### Signal wires by layer, run 1

Only two layers are drawn.
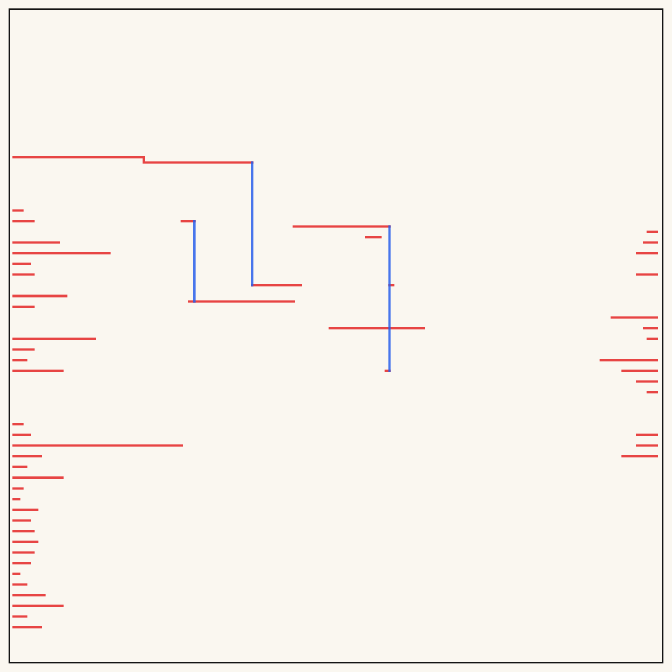
### M3 wires, run 1

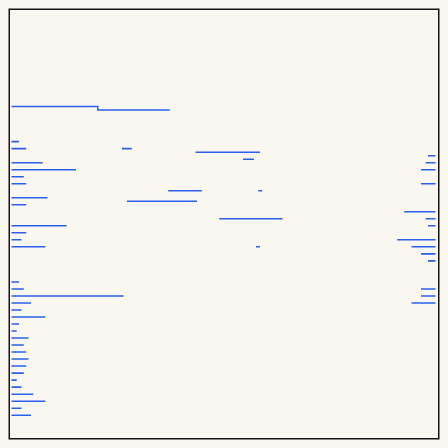
### Routing congestion map, run 1

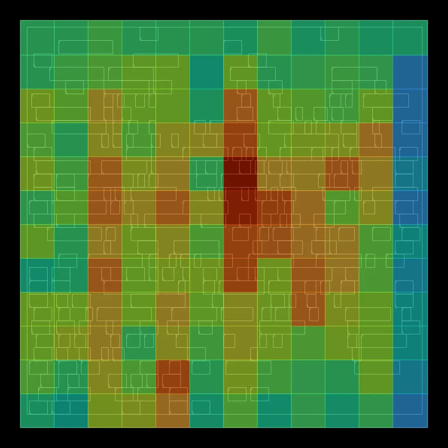
**src/rtl/conv_vector_narrow_pkg.sv**
```systemverilog
// Shared constants and code helpers for the 32-bit to OUT_W-bit narrowing path.
package conv_pkg;

    localparam int INT_W = 32;

    // Largest code for an M-bit result: {0,1..1} when signed, all-ones when unsigned.
    function automatic logic [INT_W-1:0] max_code(input int m, input logic sgn);
        logic [INT_W-1:0] r;
        r = '0;
        for (int i = 0; i < INT_W; i++) begin
            if ((i < m - 1) || (!sgn && (i == m - 1))) begin
                r[i] = 1'b1;
            end
        end
        return r;
    endfunction

    // Most negative M-bit signed code, {1,0..0}.
    function automatic logic [INT_W-1:0] min_code(input int m);
        logic [INT_W-1:0] r;
        r = '0;
        for (int i = 0; i < INT_W; i++) begin
            if (i == m - 1) begin
                r[i] = 1'b1;
            end
        end
        return r;
    endfunction

endpackage

```
**src/rtl/conv_vector_narrow_if.sv**
```systemverilog
// Stream bus of the narrowing block: 32-bit integer beats in, OUT_W-bit vectors out.
interface conv_vector_narrow_if
    import conv_pkg::*;
#(
    parameter int OUT_W = 8
);
    logic             in_valid;
    logic             in_ready;
    logic [INT_W-1:0] in_data;
    logic             in_signed;
    logic             out_valid;
    logic             out_ready;
    logic [OUT_W-1:0] out_data;
    logic             out_ovf;

    // Producer of input beats and consumer of output beats.
    modport master (
        output in_valid, in_data, in_signed, out_ready,
        input  in_ready, out_valid, out_data, out_ovf
    );

    // The narrowing block itself.
    modport slave (
        input  in_valid, in_data, in_signed, out_ready,
        output in_ready, out_valid, out_data, out_ovf
    );
endinterface

```
**src/rtl/conv_vector_narrow_range_check.sv**
```systemverilog
// Combinational range check of a 32-bit integer against the OUT_W-bit code space.
module conv_range_check
    import conv_pkg::*;
#(
    parameter int OUT_W = 8
) (
    input  logic [INT_W-1:0] in_data_i,
    input  logic             in_signed_i,
    output logic             ovf_hi_o,
    output logic             ovf_lo_o
);
    localparam logic [INT_W-1:0] MAX_S = max_code(OUT_W, 1'b1);
    localparam logic [INT_W-1:0] MAX_U = max_code(OUT_W, 1'b0);
    localparam logic [INT_W-1:0] MIN_S = INT_W'(0) - min_code(OUT_W);

    // Signed beats compare two's-complement against [-2^(M-1), 2^(M-1)-1]; unsigned only against 2^M-1.
    always_comb begin
        ovf_hi_o = 1'b0;
        ovf_lo_o = 1'b0;
        if (in_signed_i) begin
            ovf_hi_o = $signed(in_data_i) > $signed(MAX_S);
            ovf_lo_o = $signed(in_data_i) < $signed(MIN_S);
        end else begin
            ovf_hi_o = in_data_i > MAX_U;
        end
    end
endmodule

```
**src/rtl/conv_vector_narrow.sv**
```systemverilog
// Two-stage valid/ready pipeline narrowing 32-bit integers to OUT_W-bit vectors,
// with saturate-or-wrap on overflow and sticky/counted overflow reporting.
module conv_vector_narrow
    import conv_pkg::*;
#(
    parameter int OUT_W = 8,
    parameter bit SAT   = 1'b1,
    parameter int CNT_W = 16
) (
    input  logic             clk,
    input  logic             rst_n,
    input  logic             clr,
    conv_vector_narrow_if.slave bus,
    output logic             ovf_sticky,
    output logic [CNT_W-1:0] ovf_count
);
    localparam logic [OUT_W-1:0] SAT_MAX_S = OUT_W'(max_code(OUT_W, 1'b1));
    localparam logic [OUT_W-1:0] SAT_MAX_U = OUT_W'(max_code(OUT_W, 1'b0));
    localparam logic [OUT_W-1:0] SAT_MIN   = OUT_W'(min_code(OUT_W));

    logic             rc_hi;
    logic             rc_lo;

    logic             s2_adv;
    logic             s1_adv;
    logic             in_acc;

    logic             s1_v_q, s1_v_d;
    logic [OUT_W-1:0] s1_low_q;
    logic             s1_sgn_q;
    logic             s1_hi_q;
    logic             s1_lo_q;

    logic [OUT_W-1:0] res;
    logic             s2_v_q, s2_v_d;
    logic [OUT_W-1:0] s2_data_q, s2_data_d;
    logic             s2_ovf_q, s2_ovf_d;

    logic             ovf_evt;
    logic [CNT_W-1:0] cnt_q, cnt_d;
    logic             sticky_q, sticky_d;

    conv_range_check #(
        .OUT_W(OUT_W)
    ) u_range (
        .in_data_i  (bus.in_data),
        .in_signed_i(bus.in_signed),
        .ovf_hi_o   (rc_hi),
        .ovf_lo_o   (rc_lo)
    );

    // Handshake: each stage advances when it is empty or the stage after it advances.
    always_comb begin
        s2_adv = !s2_v_q || bus.out_ready;
        s1_adv = !s1_v_q || s2_adv;
        in_acc = bus.in_valid && s1_adv;
        s1_v_d = s1_adv ? bus.in_valid : s1_v_q;
        s2_v_d = s2_adv ? s1_v_q : s2_v_q;
    end

    // Result selection: saturate to the code-space limits or keep the low bits.
    always_comb begin
        res = s1_low_q;
        if (SAT && s1_hi_q) begin
            res = s1_sgn_q ? SAT_MAX_S : SAT_MAX_U;
        end else if (SAT && s1_lo_q) begin
            res = SAT_MIN;
        end
        s2_data_d = s2_data_q;
        s2_ovf_d  = s2_ovf_q;
        if (s2_adv && s1_v_q) begin
            s2_data_d = res;
            s2_ovf_d  = s1_hi_q | s1_lo_q;
        end
    end

    // Overflow bookkeeping; clr wins over a same-cycle overflow beat.
    always_comb begin
        ovf_evt  = s2_v_q && bus.out_ready && s2_ovf_q;
        cnt_d    = cnt_q;
        sticky_d = sticky_q;
        if (clr) begin
            cnt_d    = '0;
            sticky_d = 1'b0;
        end else if (ovf_evt) begin
            sticky_d = 1'b1;
            if (cnt_q != {CNT_W{1'b1}}) begin
                cnt_d = cnt_q + CNT_W'(1);
            end
        end
    end

    // Stage valids: a reset drops every in-flight beat immediately.
    always_ff @(posedge clk or negedge rst_n) begin
        if (!rst_n) begin
            s1_v_q <= 1'b0;
            s2_v_q <= 1'b0;
        end else begin
            s1_v_q <= s1_v_d;
            s2_v_q <= s2_v_d;
        end
    end

    // S1 payload: only the low OUT_W bits of the integer can reach the output, so only they are kept.
    always_ff @(posedge clk) begin
        if (in_acc) begin
            s1_low_q <= bus.in_data[OUT_W-1:0];
            s1_sgn_q <= bus.in_signed;
            s1_hi_q  <= rc_hi;
            s1_lo_q  <= rc_lo;
        end
    end

    // S2 payload: held while the output is stalled.
    always_ff @(posedge clk or negedge rst_n) begin
        if (!rst_n) begin
            s2_data_q <= '0;
            s2_ovf_q  <= 1'b0;
        end else begin
            s2_data_q <= s2_data_d;
            s2_ovf_q  <= s2_ovf_d;
        end
    end

    // Overflow sticky flag and saturating event counter.
    always_ff @(posedge clk or negedge rst_n) begin
        if (!rst_n) begin
            cnt_q    <= '0;
            sticky_q <= 1'b0;
        end else begin
            cnt_q    <= cnt_d;
            sticky_q <= sticky_d;
        end
    end

    assign bus.in_ready  = s1_adv;
    assign bus.out_valid = s2_v_q;
    assign bus.out_data  = s2_data_q;
    assign bus.out_ovf   = s2_ovf_q;
    assign ovf_sticky    = sticky_q;
    assign ovf_count     = cnt_q;
endmodule

```
**src/flat_wrapper.sv**
```systemverilog
// flat-port wrapper written by rule: the top's interface ports become plain ports
module conv_vector_narrow_flat import conv_pkg::*;
#(
    parameter int OUT_W = 8,
    parameter bit SAT   = 1'b1,
    parameter int CNT_W = 16
)
  (clk, rst_n, clr, ovf_sticky, ovf_count, bus_in_valid, bus_in_data, bus_in_signed, bus_out_ready, bus_in_ready, bus_out_valid, bus_out_data, bus_out_ovf);
  conv_vector_narrow_if #(.OUT_W(OUT_W)) bus_i ();
  input  logic clk;
  input  logic rst_n;
  input  logic clr;
  output logic ovf_sticky;
  output logic [CNT_W-1:0] ovf_count;
  input wire logic [$bits(bus_i.in_valid)-1:0] bus_in_valid;
  input wire logic [$bits(bus_i.in_data)-1:0] bus_in_data;
  input wire logic [$bits(bus_i.in_signed)-1:0] bus_in_signed;
  input wire logic [$bits(bus_i.out_ready)-1:0] bus_out_ready;
  output wire logic [$bits(bus_i.in_ready)-1:0] bus_in_ready;
  output wire logic [$bits(bus_i.out_valid)-1:0] bus_out_valid;
  output wire logic [$bits(bus_i.out_data)-1:0] bus_out_data;
  output wire logic [$bits(bus_i.out_ovf)-1:0] bus_out_ovf;
  assign bus_i.in_valid = bus_in_valid;
  assign bus_i.in_data = bus_in_data;
  assign bus_i.in_signed = bus_in_signed;
  assign bus_i.out_ready = bus_out_ready;
  assign bus_in_ready = bus_i.in_ready;
  assign bus_out_valid = bus_i.out_valid;
  assign bus_out_data = bus_i.out_data;
  assign bus_out_ovf = bus_i.out_ovf;
  conv_vector_narrow #(.OUT_W(OUT_W), .SAT(SAT), .CNT_W(CNT_W)) u_core (.clk(clk), .rst_n(rst_n), .clr(clr), .bus(bus_i), .ovf_sticky(ovf_sticky), .ovf_count(ovf_count));
endmodule
```
**config.mk**
```make
export PLATFORM = sky130hd
export DESIGN_NAME = conv_vector_narrow_flat
export DESIGN_NICKNAME = d
export VERILOG_FILES = /design/src/rtl/conv_vector_narrow_pkg.sv /design/src/rtl/conv_vector_narrow_if.sv /design/src/rtl/conv_vector_narrow_range_check.sv /design/src/rtl/conv_vector_narrow.sv /design/src/flat_wrapper.sv
export SDC_FILE = /design/constraint.sdc
export NUM_CORES = 1
export LEC_CHECK = 0
export CAP_MARGIN = 20
export CELL_PAD_IN_SITES_DETAIL_PLACEMENT = 1
export CELL_PAD_IN_SITES_GLOBAL_PLACEMENT = 2
export CORE_UTILIZATION = 29
export CTS_CLUSTER_DIAMETER = 30
export CTS_CLUSTER_SIZE = 25
export DETAILED_ROUTE_END_ITERATION = 10
export GPL_TIMING_DRIVEN = 0
export PLACE_DENSITY = 0.87
export SLEW_MARGIN = 15
export SYNTH_ARGS = -nofsm -noshare
export SYNTH_HDL_FRONTEND = slang
export SYNTH_HIERARCHICAL = 1
export SYNTH_SLANG_ARGS = --single-unit
```
**constraint.sdc**
```tcl
create_clock -name clk -period 5.6 [get_ports clk]
set_input_delay 0.56 -clock clk [delete_from_list [all_inputs] [get_ports clk]]
set_output_delay 0.56 -clock clk [all_outputs]
set_load 0.01 [all_outputs]
```
==> GITHUB_STEP_SUMMARY, run 1 <==
## Synthesis and layout report

| Metric | Value |
|---|---|
| Crit. End Element | `output pin` |
| Number of cells in Yosys stat | `184` |
| Cts hold-fix bufs | `0` |
| Initial antenna violation count | `0` |
| Grt met3 use | `0.03579` |
| Mux frac, synth | `0.03158` |
| Post_cts resized | `0` |
| First-pass GRT wire length | `around 9 mm` |
| Tap Count | `roughly 77` |
| Area taken by multi-input logic gates | `840.8 µm²` |
| Pre-CTS setup slack | `between 2 and 3 ns` |
| Via-to-Cell Ratio | `~5.3` |
| Multi-In Gates | `about 140` |
| Pwr Total | `0.0007034 W` |
| Worst skew pair latency | `between 0.2 and 0.3 ns` |
| Status | `complete, no violations` |
| NonClk Buf Share | `0.2406` |
| Power Combinational | `0.000101 W` |
| Period utilization | `0.4396` |
| Origin of the worst setup path | `bus_out_ready` |
| Max VDD drop | `roughly 0.13 mV` |
| H-tree levels | `2` |
| Routed met2 length | `roughly 2.7 mm` |
| DRT antenna net count | `0` |
| M1 WL | `between 2 and 2.5 mm` |
| Top logic family | `simple AND/OR/NAND/NOR gates` |
| Relative slew slack | `0.5613` |
| All-Layer GR Usage | `0.1606` |
| Pwr top | `registers` |
| DP HPWL | `about 4.0 mm` |
| Placed cells | `around 330` |
| Top cells, area | `dfrtp_1 (37%), edfxtp_1 (17%), a21oi_1 (6.8%)` |
| Rows | `29` |
| Crit path to | `bus_in_ready` |
| Core Density at Floorplan | `0.2995` |
| Critical path arrival | `~1.9 ns` |
| CP delay by family, top | `buffers and inverters` |
| Antenna cell count | `0` |
| Final wirelength | `5.300 mm` |
| Gate Count Post-Synth | `~180` |
| GRT overflow | `0` |
| IO Port Bufs | `~65` |
| Layout Skew | `between 0.003 and 0.004 ns` |
| Die X | `between 80 and 90 µm` |
| Top cell excl fill/tap | `clkdlybuf4s50_1` |
| Yosys stat area | `about 1900 µm²` |
| Worst Path Max Fanout | `5` |
| Post-layout instance area | `between 2000 and 3000 µm²` |
| Post-synth regs | `39` |
| Crit. path cell count | `3` |
| Worst Hold Class | `in -> async` |
| Sink Count | `39` |
| Die y size | `82.98 µm` |
| Fin worst setup slack | `~3.1 ns` |
| Fmax | `0.4062 GHz` |
| Via count | `about 1800` |
| Buf/Inv on CP | `2` |
| Worst-path cell chain | `clkdlybuf4s50_1 -> nand3b_1 -> clkdlybuf4s50_1` |
| Count leader, synth | `dfrtp_1` |
| Reg clk slew, reported paths | `0.08 ns` |
| Sequential Power | `0.000324 W` |
| Register Area | `~1000 µm²` |
| Reg2Reg Depth | `6` |
| Async SR Flop Fraction | `0.7179` |
| Top cell category | `flip-flops and latches` |
| I/O Pins | `~66` |
| Post-Syn Area per Cell | `roughly 10 µm²` |
| Crit path time final | `approximately 2.5 ns` |
| Synth Seq Share | `0.5421` |
| Area grow syn2layout | `45.99%` |
| Post-synth EDFFs | `11` |
| Adder share | `0.006579` |
| Fraction of area in registers | `0.3713` |
| Area share, top type | `0.3684` |
| CP max stage cell | `clkdlybuf4s50_1` |
| Clock Buffer Count | `6` |
| Setup crit start kind | `primary input` |
| RR Startpoint | `u_core/ovf_count[0]` |
| Root Buffer | `clkbuf_8` |
| GPL Wtd Cong | `between 0.7 and 0.8` |
| Pre-antenna DRT Iters | `4` |
| Inverters | `2` |
| Max reg flops | `16` |
| Comb pwr share | `0.144` |
| Pin count of the biggest net entering global routing | `29` |
| Fin Hold WS | `between 0.2 and 0.3 ns` |
| Worst Max-Slew Pin Slew | `roughly 0.66 ns` |
| Die Size | `roughly 7000 µm²` |
| Vias in the first global route | `~1900` |
| Core area | `about 6300 µm²` |
| P_leak | `~0.99 nW` |
| RSZ-0062 raised after global routing | `no` |
| Met3 WL | `approximately 250 µm` |
| Area leader, netlist | `dfrtp_1` |
| Clock power share | `0.395` |
| Crit path required time | `approximately 5.0 ns` |
| Ys flop type | `dfrtp_1` |
| Post-CTS setup buffer count | `0` |
| Fill count | `about 700` |
| Switching part of the total | `0.2244` |
| Synth Area in Compound Gates | `0.1217` |
| Nets at Floorplan | `between 200 and 250` |
| Top cells by count, synth | `dfrtp_1 (28), a21oi_1 (26), nor2_1 (18), edfxtp_1 (11), nand4_1 (11)` |
| Comb/total area | `0.3028` |
| XOR/XNOR Area Share | `0` |
| Pwr per Cell Area | `around 250 nW/µm²` |
| Max Buffers Root-to-Sink | `2` |
| Final setup vio count | `0` |
| Worst path most repeated cell | `clkdlybuf4s50_1` |
| Flip-flops | `39` |
| Clk cell area share | `0.04777` |
| Setup TNS | `0 ns` |
| Synth Warn # | `6` |
| Top Layer Used | `met4` |
| Max incr delay on CP | `0.59 ns` |
| Internal power | `about 0.00055 W` |
| Layout cell share with drive strength beyond 1 | `0.06615` |
| Max Slew Vio Count | `0` |
| Flop pwr share | `0.461` |
-- 'Signal wires by layer' (at the start) --
Key: blue = met4 [wire length 44.2 µm]; red = met3 [wire length 246 µm]

-- 'M3 wires' (at the start) --
The longest straight run is 21.4 µm. 50 nets have wire on it. The layer holds 4.6% of the routed length. The wires run mostly horizontal.

-- 'Routing congestion map' (at the start) --
WL/cell: 15.87 µm
GR Util met2: 0.2839
M1 GR Usage: 0.1941
final core utilization: 0.4372

==> run 2: changes to the inputs <==
--- a/config.mk
+++ b/config.mk
@@ -8,12 +8,12 @@
 export CAP_MARGIN = 20
 export CELL_PAD_IN_SITES_DETAIL_PLACEMENT = 1
 export CELL_PAD_IN_SITES_GLOBAL_PLACEMENT = 2
-export CORE_UTILIZATION = 29
+export CORE_UTILIZATION = 24
 export CTS_CLUSTER_DIAMETER = 30
 export CTS_CLUSTER_SIZE = 25
 export DETAILED_ROUTE_END_ITERATION = 10
 export GPL_TIMING_DRIVEN = 0
-export PLACE_DENSITY = 0.87
+export PLACE_DENSITY = 0.78
 export SLEW_MARGIN = 15
 export SYNTH_ARGS = -nofsm -noshare
 export SYNTH_HDL_FRONTEND = slang
==> constraint.sdc (replaced) <==
create_clock -name clk -period 2.1 [get_ports clk]
set_input_delay 0.21 -clock clk [delete_from_list [all_inputs] [get_ports clk]]
set_output_delay 0.21 -clock clk [all_outputs]
set_load 0.01 [all_outputs]
==> run 2 against run 1 <==
  * Sequential share of layout area shrank 0.35 points
  * Register-to-register slack lost 3.2 ns
  * Combinational power rose to 2.8 times the previous value
  * Cell count up 8.1%
  * Clock power increased by 88%
  * Wire length up 0.92%
  * Largest cell class unchanged
  * Largest power group unchanged
==> GITHUB_STEP_SUMMARY, run 2 <==
## Synthesis and layout report

| Metric | Value |
|---|---|
| Layout cell share with drive strength beyond 1 | `0.1004` |
| Synth Seq Share | `0.5421` |
| Die X | `around 91 µm` |
| DRT antenna net count | `0` |
| Fmax | `approximately 0.5 GHz` |
| P_leak | `a little under 1 nW` |
| Post-synth EDFFs | `11` |
| Top cell excl fill/tap | `clkdlybuf4s50_1` |
| Mux frac, synth | `0.03158` |
| Inverters | `2` |
| Rows | `32` |
| GRT overflow | `0` |
| M1 WL | `2.329 mm` |
| Clock Buffer Count | `5` |
| Critical path arrival | `~2.2 ns` |
| Area share, top type | `0.3684` |
| Status | `complete, no violations` |
| Pin count of the biggest net entering global routing | `29` |
| Yosys stat area | `between 1500 and 2000 µm²` |
| Placed cells | `about 350` |
| Synth Warn # | `6` |
| Fraction of area in registers | `0.3679` |
| Buf/Inv on CP | `0` |
| Post-Syn Area per Cell | `10.34 µm²` |
| Comb pwr share | `0.168` |
| Worst skew pair latency | `0.29 ns` |
| Worst Path Max Fanout | `8` |
| RSZ-0062 raised after global routing | `no` |
| Post-synth regs | `39` |
| Top Layer Used | `met4` |
| Reg2Reg Depth | `5` |
| Max incr delay on CP | `about 0.52 ns` |
| Hold path cells | `1` |
| Setup TNS | `0 ns` |
| Top logic family | `simple AND/OR/NAND/NOR gates` |
| Yosys simple share | `0.2822` |
| Vias in the first global route | `~1900` |
| Setup crit start kind | `register` |
| Max-Cap Viols | `0` |
| GR Util met2 | `0.2412` |
| XOR/XNOR Area Share | `0` |
| Max Slew Vio Count | `0` |
| Crit. End Element | `register` |
| Area grow syn2layout | `47.89%` |
| Cts bufs inserted | `5` |
| Pwr top | `registers` |
| Fill count | `~900` |
| Top cell category | `flip-flops and latches` |
| Sequential Power | `about 0.00086 W` |
| Tap Count | `102` |
| Finished Layout Cells | `361` |
| Worst Hold Class | `in -> reg` |
| Final core utilization | `0.3659` |
| Crit path required time | `between 2 and 2.5 ns` |
| Ys flop type | `dfrtp_1` |
| Origin of the worst setup path | `u_core/ovf_count[0]` |
| Clock power share | `0.315` |
| Pwr per Cell Area | `just under 600 nW/µm²` |
| Initial antenna violation count | `0` |
| M1 GR Usage | `0.1740` |
| Gate Count Post-Synth | `about 180` |
| Grt met3 use | `0.03099` |
| Most frequent cells in the layout | `clkdlybuf4s50_1 (64), a21oi_1 (26), dfrtp_1 (25), nor2_1 (18)` |
| Switching part of the total | `0.2684` |
| Die y size | `slightly above 90 µm` |
| Internal power | `around 0.0012 W` |
| Count leader, synth | `dfrtp_1` |
| NonClk Buf Share | `0.2451` |
| Fin. Hold Viols | `0` |
| Relative slew slack | `0.5559` |
| Die Size | `between 8000 and 9000 µm²` |
| Multi-In Gates | `137` |
| IO Port Bufs | `roughly 65` |
| I/O Pins | `approximately 66` |
| Top cells, area | `dfrtp_1 (37%), edfxtp_1 (17%), a21oi_1 (6.8%)` |
| Post-CTS setup buffer count | `2` |
| RR Startpoint | `u_core/ovf_count[0]` |
| Adder share | `0.006579` |
| Crit path time final | `a little over 2 ns` |
| Psw | `~0.00045 W` |
| Area taken by multi-input logic gates | `slightly below 900 µm²` |
| WL/cell | `about 15 µm` |
| H-tree levels | `2` |
| Pwr Total | `0.001665 W` |
| Routed met2 length | `~2.7 mm` |
| Pre-antenna DRT Iters | `4` |
| Top cells by count, synth | `dfrtp_1 (28), a21oi_1 (26), nor2_1 (18), edfxtp_1 (11), nand4_1 (11)` |
| Core area | `approximately 7700 µm²` |
| Max VDD drop | `about 0.36 mV` |
| Power Combinational | `0.000280 W` |
| Reg clk slew, reported paths | `0.09 ns` |
| CP delay by family, top | `simple AND/OR/NAND/NOR gates` |
| Sink Count | `39` |
| Max Buffers Root-to-Sink | `2` |
| Crit path to | `u_core/ovf_count[15]` |
| Synth Area in Compound Gates | `0.1217` |
| Grt peak-use layer | `met2` |
| Fin Hold WS | `~0.47 ns` |
| Period utilization | `0.9695` |
| CTS tree | `yes` |
| Async SR Flop Fraction | `0.7179` |
| Cts hold-fix bufs | `1` |
| Worst Max-Slew Pin Slew | `around 0.67 ns` |
| Area leader, netlist | `dfrtp_1` |
| Core Density at Floorplan | `0.2474` |
| Layout Skew | `between 0.006 and 0.007 ns` |
| Met3 WL | `294 µm` |
| Fin worst setup slack | `around 0.064 ns` |
| Nets at Floorplan | `approximately 220` |
| DP HPWL | `4.111 mm` |
| Clock network power | `0.000524 W` |
| Number of cells in Yosys stat | `roughly 180` |
| GPL Wtd Cong | `approximately 0.76` |
| First-pass GRT wire length | `9.204 mm` |
| Post_cts resized | `2` |
| Via-to-Cell Ratio | `4.900` |
| Root Buffer | `clkbuf_8` |
| Clk cell area share | `0.03158` |
| Antenna cell count | `0` |
| Worst-path cell chain | `ha_4 -> and4_1 -> and4_4 -> or4_4 -> mux2_4` |
| Register Area | `between 1000 and 1500 µm²` |
| Flip-flops | `39` |
| CP max stage cell | `or4_4` |
| Flop pwr share | `0.517` |
| Post-layout instance area | `roughly 2800 µm²` |
| Max reg flops | `16` |
| Final setup vio count | `0` |
| Comb/total area | `0.3074` |
| Layout Nets | `between 200 and 300` |
| Crit. path cell count | `5` |
| Pre-CTS setup slack | `-0.2551 ns` |
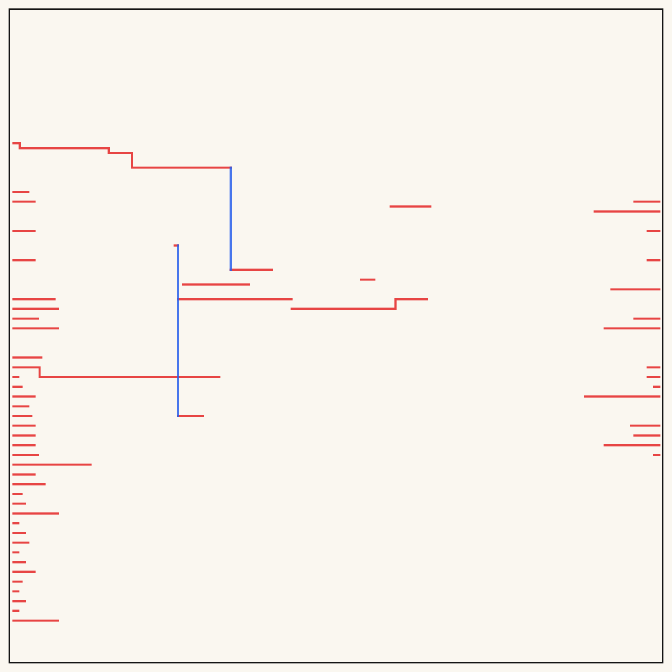
*Signal wires by layer, run 2*
Only two layers are drawn.
All-Layer GR Usage: 0.1385
via count: 1769
final wirelength: 5.349 mm

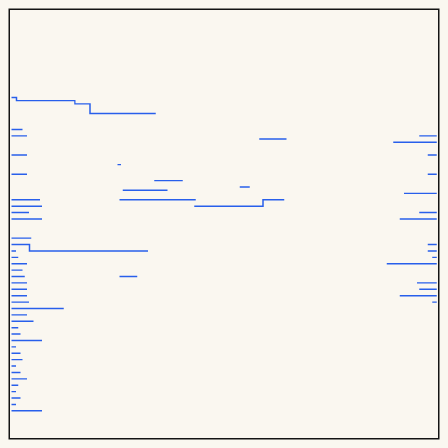
*M3 wires, run 2*
The wires run mostly horizontal. The longest straight run is 25.1 µm. The layer holds 5.5% of the routed length. The layer carries 295 µm of wire. 56 nets have wire on it.

Power figures rest on the tool's default switching activity, not on a simulated workload.
